$ cat src/rtl/ppi_pkg.sv
`default_nettype none
// ============================================================================
// Module   : ppi_pkg
// Purpose  : Shared types and constants for the 8255A-style PPI bus master.
// Revision : 1.0 - initial release
// ============================================================================
package ppi_pkg;

    typedef enum logic [2:0] {
        ST_INIT   = 3'd0,
        ST_IDLE   = 3'd1,
        ST_SETUP  = 3'd2,
        ST_STROBE = 3'd3,
        ST_HOLD   = 3'd4,
        ST_ERR    = 3'd5
    } ppi_state_e;

    localparam logic [1:0] PPI_PORTA = 2'd0;
    localparam logic [1:0] PPI_PORTB = 2'd1;
    localparam logic [1:0] PPI_PORTC = 2'd2;
    localparam logic [1:0] PPI_CTRL  = 2'd3;

    // Mode 0, ports A, B and C all configured as inputs.
    localparam logic [7:0] PPI_DEFAULT_CW = 8'h9B;

    // The control register cannot be read back on an 8255A.
    function automatic logic ppi_is_bad_req(input logic wr, input logic [1:0] addr);
        return (!wr) && (addr == PPI_CTRL);
    endfunction

endpackage : ppi_pkg
`default_nettype wire

$ cat src/rtl/ppi_rr_arbiter.sv
`default_nettype none
// ============================================================================
// Module   : ppi_rr_arbiter
// Purpose  : Two-way round-robin grant; prio_i names the favoured requester.
// Revision : 1.0 - initial release
// ============================================================================
module ppi_rr_arbiter (
    input  logic [1:0] valid_i,
    input  logic       prio_i,
    input  logic       advance_i,
    output logic [1:0] grant_o,
    output logic       prio_nxt_o
);

    always_comb begin
        grant_o    = 2'b00;
        prio_nxt_o = prio_i;
        if (advance_i) begin
            if (&valid_i) begin
                grant_o = prio_i ? 2'b10 : 2'b01;
            end else begin
                grant_o = valid_i;
            end
            // After serving requester 0, requester 1 becomes favoured and vice versa.
            if (|valid_i) begin
                prio_nxt_o = grant_o[0];
            end
        end
    end

endmodule : ppi_rr_arbiter
`default_nettype wire

$ cat src/rtl/ppi_bus_master.sv
`default_nettype none
// ============================================================================
// Module   : ppi_bus_master
// Purpose  : Timed nCs/nRe/nWr bus-cycle sequencer sharing one PPI between two
//            round-robin requesters, with a control-word write after reset.
// Revision : 1.0 - initial release
// ============================================================================
module ppi_bus_master
    import ppi_pkg::*;
#(
    parameter int         SETUP_CYCLES  = 1,
    parameter int         STROBE_CYCLES = 2,
    parameter int         HOLD_CYCLES   = 1,
    parameter bit         INIT_EN       = 1'b1,
    parameter logic [7:0] INIT_CW       = PPI_DEFAULT_CW
) (
    input  logic        Clk,
    input  logic        Reset,
    input  logic [1:0]  req_valid,
    output logic [1:0]  req_ready,
    input  logic [1:0]  req_wr,
    input  logic [3:0]  req_addr,
    input  logic [15:0] req_wdata,
    output logic        rsp_valid,
    output logic        rsp_id,
    output logic        rsp_err,
    output logic [7:0]  rsp_rdata,
    output logic        busy,
    output logic        nCs,
    output logic        nRe,
    output logic        nWr,
    output logic [1:0]  A,
    output logic [7:0]  D_out,
    output logic        D_oe,
    input  logic [7:0]  D_in
);

    localparam int MAX_SH  = (SETUP_CYCLES > HOLD_CYCLES) ? SETUP_CYCLES : HOLD_CYCLES;
    localparam int MAX_CYC = (STROBE_CYCLES > MAX_SH) ? STROBE_CYCLES : MAX_SH;
    localparam int CNT_W   = (MAX_CYC > 1) ? $clog2(MAX_CYC) : 1;

    localparam logic [CNT_W-1:0] SETUP_LD  = CNT_W'(SETUP_CYCLES - 1);
    localparam logic [CNT_W-1:0] STROBE_LD = CNT_W'(STROBE_CYCLES - 1);
    localparam logic [CNT_W-1:0] HOLD_LD   = CNT_W'(HOLD_CYCLES - 1);
    localparam ppi_state_e       RESET_ST  = INIT_EN ? ST_INIT : ST_IDLE;

    ppi_state_e       state_q, state_d;
    logic [CNT_W-1:0] cnt_q, cnt_d;
    logic             prio_q, prio_d;
    logic [1:0]       addr_q, addr_d;
    logic [7:0]       wdata_q, wdata_d;
    logic             wr_q, wr_d;
    logic             id_q, id_d;
    logic             init_q, init_d;
    logic [7:0]       rdata_q, rdata_d;

    logic             ncs_q, nre_q, nwr_q, doe_q, busy_q;
    logic             rsp_valid_q, rsp_id_q, rsp_err_q;
    logic [7:0]       rsp_rdata_q;

    logic [1:0]       grant;
    logic             accept;
    logic             gid;
    logic             sel_wr;
    logic [1:0]       sel_addr;
    logic [7:0]       sel_wdata;
    logic             finish;
    logic             rsp_fire;
    logic             bus_active_d;
    logic             cnt_zero;

    ppi_rr_arbiter u_arb (
        .valid_i    (req_valid),
        .prio_i     (prio_q),
        .advance_i  (state_q == ST_IDLE),
        .grant_o    (grant),
        .prio_nxt_o (prio_d)
    );

    assign req_ready = grant;
    assign accept    = |(req_valid & grant);
    assign gid       = grant[1];
    assign sel_wr    = req_wr[gid];
    assign sel_addr  = gid ? req_addr[3:2]   : req_addr[1:0];
    assign sel_wdata = gid ? req_wdata[15:8] : req_wdata[7:0];
    assign cnt_zero  = (cnt_q == '0);

    always_comb begin
        state_d = state_q;
        cnt_d   = cnt_q;
        addr_d  = addr_q;
        wdata_d = wdata_q;
        wr_d    = wr_q;
        id_d    = id_q;
        init_d  = init_q;
        rdata_d = rdata_q;
        finish  = 1'b0;
        case (state_q)
            ST_INIT: begin
                state_d = ST_SETUP;
                cnt_d   = SETUP_LD;
                addr_d  = PPI_CTRL;
                wdata_d = INIT_CW;
                wr_d    = 1'b1;
                init_d  = 1'b1;
            end
            ST_IDLE: begin
                if (accept) begin
                    id_d = gid;
                    wr_d = sel_wr;
                    if (ppi_is_bad_req(sel_wr, sel_addr)) begin
                        state_d = ST_ERR;
                    end else begin
                        state_d = ST_SETUP;
                        cnt_d   = SETUP_LD;
                        addr_d  = sel_addr;
                        wdata_d = sel_wdata;
                    end
                end
            end
            ST_ERR: begin
                state_d = ST_IDLE;
            end
            ST_SETUP: begin
                if (cnt_zero) begin
                    state_d = ST_STROBE;
                    cnt_d   = STROBE_LD;
                end else begin
                    cnt_d = cnt_q - CNT_W'(1);
                end
            end
            ST_STROBE: begin
                if (cnt_zero) begin
                    state_d = ST_HOLD;
                    cnt_d   = HOLD_LD;
                    // Sampled on the edge that raises the read strobe.
                    if (!wr_q) begin
                        rdata_d = D_in;
                    end
                end else begin
                    cnt_d = cnt_q - CNT_W'(1);
                end
            end
            ST_HOLD: begin
                if (cnt_zero) begin
                    state_d = ST_IDLE;
                    finish  = 1'b1;
                    init_d  = 1'b0;
                end else begin
                    cnt_d = cnt_q - CNT_W'(1);
                end
            end
            default: begin
                state_d = ST_IDLE;
            end
        endcase
    end

    assign bus_active_d = (state_d == ST_SETUP) || (state_d == ST_STROBE) ||
                          (state_d == ST_HOLD);
    assign rsp_fire     = (finish && !init_q) || (state_d == ST_ERR);

    // Bus pins are decoded from the next state so they toggle straight off flops.
    always_ff @(posedge Clk or posedge Reset) begin
        if (Reset) begin
            state_q     <= RESET_ST;
            cnt_q       <= '0;
            prio_q      <= 1'b0;
            addr_q      <= 2'd0;
            wdata_q     <= 8'd0;
            wr_q        <= 1'b0;
            id_q        <= 1'b0;
            init_q      <= 1'b0;
            rdata_q     <= 8'd0;
            ncs_q       <= 1'b1;
            nre_q       <= 1'b1;
            nwr_q       <= 1'b1;
            doe_q       <= 1'b0;
            busy_q      <= 1'b0;
            rsp_valid_q <= 1'b0;
            rsp_id_q    <= 1'b0;
            rsp_err_q   <= 1'b0;
            rsp_rdata_q <= 8'd0;
        end else begin
            state_q     <= state_d;
            cnt_q       <= cnt_d;
            prio_q      <= prio_d;
            addr_q      <= addr_d;
            wdata_q     <= wdata_d;
            wr_q        <= wr_d;
            id_q        <= id_d;
            init_q      <= init_d;
            rdata_q     <= rdata_d;
            ncs_q       <= !bus_active_d;
            nwr_q       <= !((state_d == ST_STROBE) && wr_d);
            nre_q       <= !((state_d == ST_STROBE) && !wr_d);
            doe_q       <= bus_active_d && wr_d;
            busy_q      <= (state_d != ST_IDLE);
            rsp_valid_q <= rsp_fire;
            rsp_id_q    <= rsp_fire ? id_d : 1'b0;
            rsp_err_q   <= (state_d == ST_ERR);
            rsp_rdata_q <= (finish && !init_q && !wr_q) ? rdata_q : 8'd0;
        end
    end

    assign nCs       = ncs_q;
    assign nRe       = nre_q;
    assign nWr       = nwr_q;
    assign D_oe      = doe_q;
    assign A         = addr_q;
    assign D_out     = wdata_q;
    assign busy      = busy_q;
    assign rsp_valid = rsp_valid_q;
    assign rsp_id    = rsp_id_q;
    assign rsp_err   = rsp_err_q;
    assign rsp_rdata = rsp_rdata_q;

endmodule : ppi_bus_master
`default_nettype wire

$ cat config.mk
export PLATFORM = sky130hd
export DESIGN_NAME = ppi_bus_master
export DESIGN_NICKNAME = d
export VERILOG_FILES = /design/src/rtl/ppi_pkg.sv /design/src/rtl/ppi_rr_arbiter.sv /design/src/rtl/ppi_bus_master.sv
export SDC_FILE = /design/constraint.sdc
export NUM_CORES = 1
export LEC_CHECK = 0
export CAP_MARGIN = 20
export CORE_ASPECT_RATIO = 1.1
export CORE_MARGIN = 2
export CORE_UTILIZATION = 49
export CTS_CLUSTER_DIAMETER = 80
export DETAILED_ROUTE_END_ITERATION = 10
export PLACE_DENSITY = 0.84
export SYNTH_ARGS = -nofsm -noshare
export SYNTH_HDL_FRONTEND = slang
export SYNTH_SLANG_ARGS = --single-unit
$ cat constraint.sdc
create_clock -name Clk -period 2.8 [get_ports Clk]
set_clock_uncertainty 0.1 [all_clocks]
set_input_delay 0.42 -clock Clk [delete_from_list [all_inputs] [get_ports Clk]]
set_output_delay 0.42 -clock Clk [all_outputs]
set_load 0.02 [all_outputs]
==> images/layer_met2.png <==
(4 px per um) Cells faint in the background.
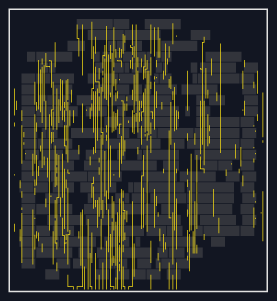
The wires run mostly vertical. The layer holds 48% of the routed length.

==> images/flops_by_reg.png <==
(6 px per um) Other sequential cells in the stronger grey, the rest of the logic in the fainter grey.
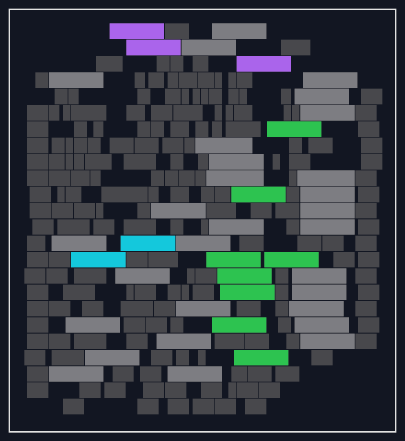
Purple stands for state_q, placed flops 3. Green stands for rdata_q, placed flops 8. Cyan stands for A, placed flops 2.
Seq. pwr: 0.914 mW
Final Util: 69.74%
fraction of area in registers: 38.74%
Reg area: 0.001055 mm^2

==> impl_metrics.yaml <==
# flow metrics
timing:
  finalSetupViolations: 0
  holdWs_ns: 0.3730
  period_used_pct: 95.87
yosys:
  async_flop_share_pct: 100.0
  top_logic_kind: "AND-OR/OR-AND gates"
  synth_area_per_cell_um2: 12.19
  ys_seq_share_pct: 54.07
  ys_cells: 160
  synthAdderAreaFrac_pct: 0.5131
critical_path:
  rrSetupSlack_ns: 0.92
  crit_arrival_ns: 2.16
  startpoint_type: "flop"
  cp-end-kind: "primary output"
floorplanning:
  core_area_mm2: 0.003904
placed_design:
  dp_hpwl_um: 2919
  port_buffers: 61
min_path:
  hold_end: "rsp_rdata[0]"
job:
  warnings: 26
  maxCapViolCount: 0
pwr:
  peakVddDrop_mv: 0.4897
final_layout:
  design_area_mm2: 0.002723
  lay_top_count: "clkdlybuf4s50_1"
clock_network:
  insertion_delay_ns: 0.30
  h-tree-depth: 2
route:
  ant_nets: 0
run_status:
  status: "complete, no violations"
grt:
  grt_start_max_net_pins: 43
==> images/congestion.png <==
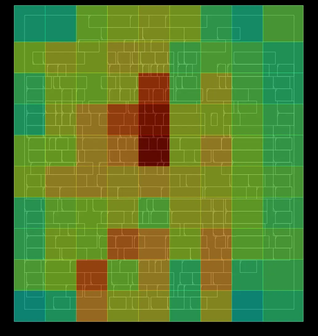
GR peak layer: met2
Routed WL per cell: 14.08 um
M3 GR Usage: 5.636%
GR Util met1: 24.92%
Global Route met2 Usage: 30.44%

## registers in the layout (all words and copies together), names as in the netlist, 2 cells and up
name	cells
A	2
D_out	8
rdata_q	8
state_q	3
rsp_rdata	8
## layout make-up
type                       count  area, um^2
fill                         295        1181
sequential                    42        1055
multi-input combinational    104       838.3
timing repair buffer          66       648.1
clock buffer                   6       72.57
tap                           52       65.06
inverter                       8       30.03
clock inverter                 2       13.76
## power breakdown
part           internal (mW)  switching, mW
Sequential             0.810          0.104
Combinational          0.560          0.589
Clock                  0.176          0.202
## layer usage
metal  vias to the layer above  global-route usage [%]  share of wire, %
li1                        712                       -                 -
met3                         7                   5.636               6.0
met2                        57                   30.44                48
met5                         -                       0                 0
met4                         0                   7.801               1.8
met1                       691                   24.92                44
Power is estimated from default activity; no workload was simulated.
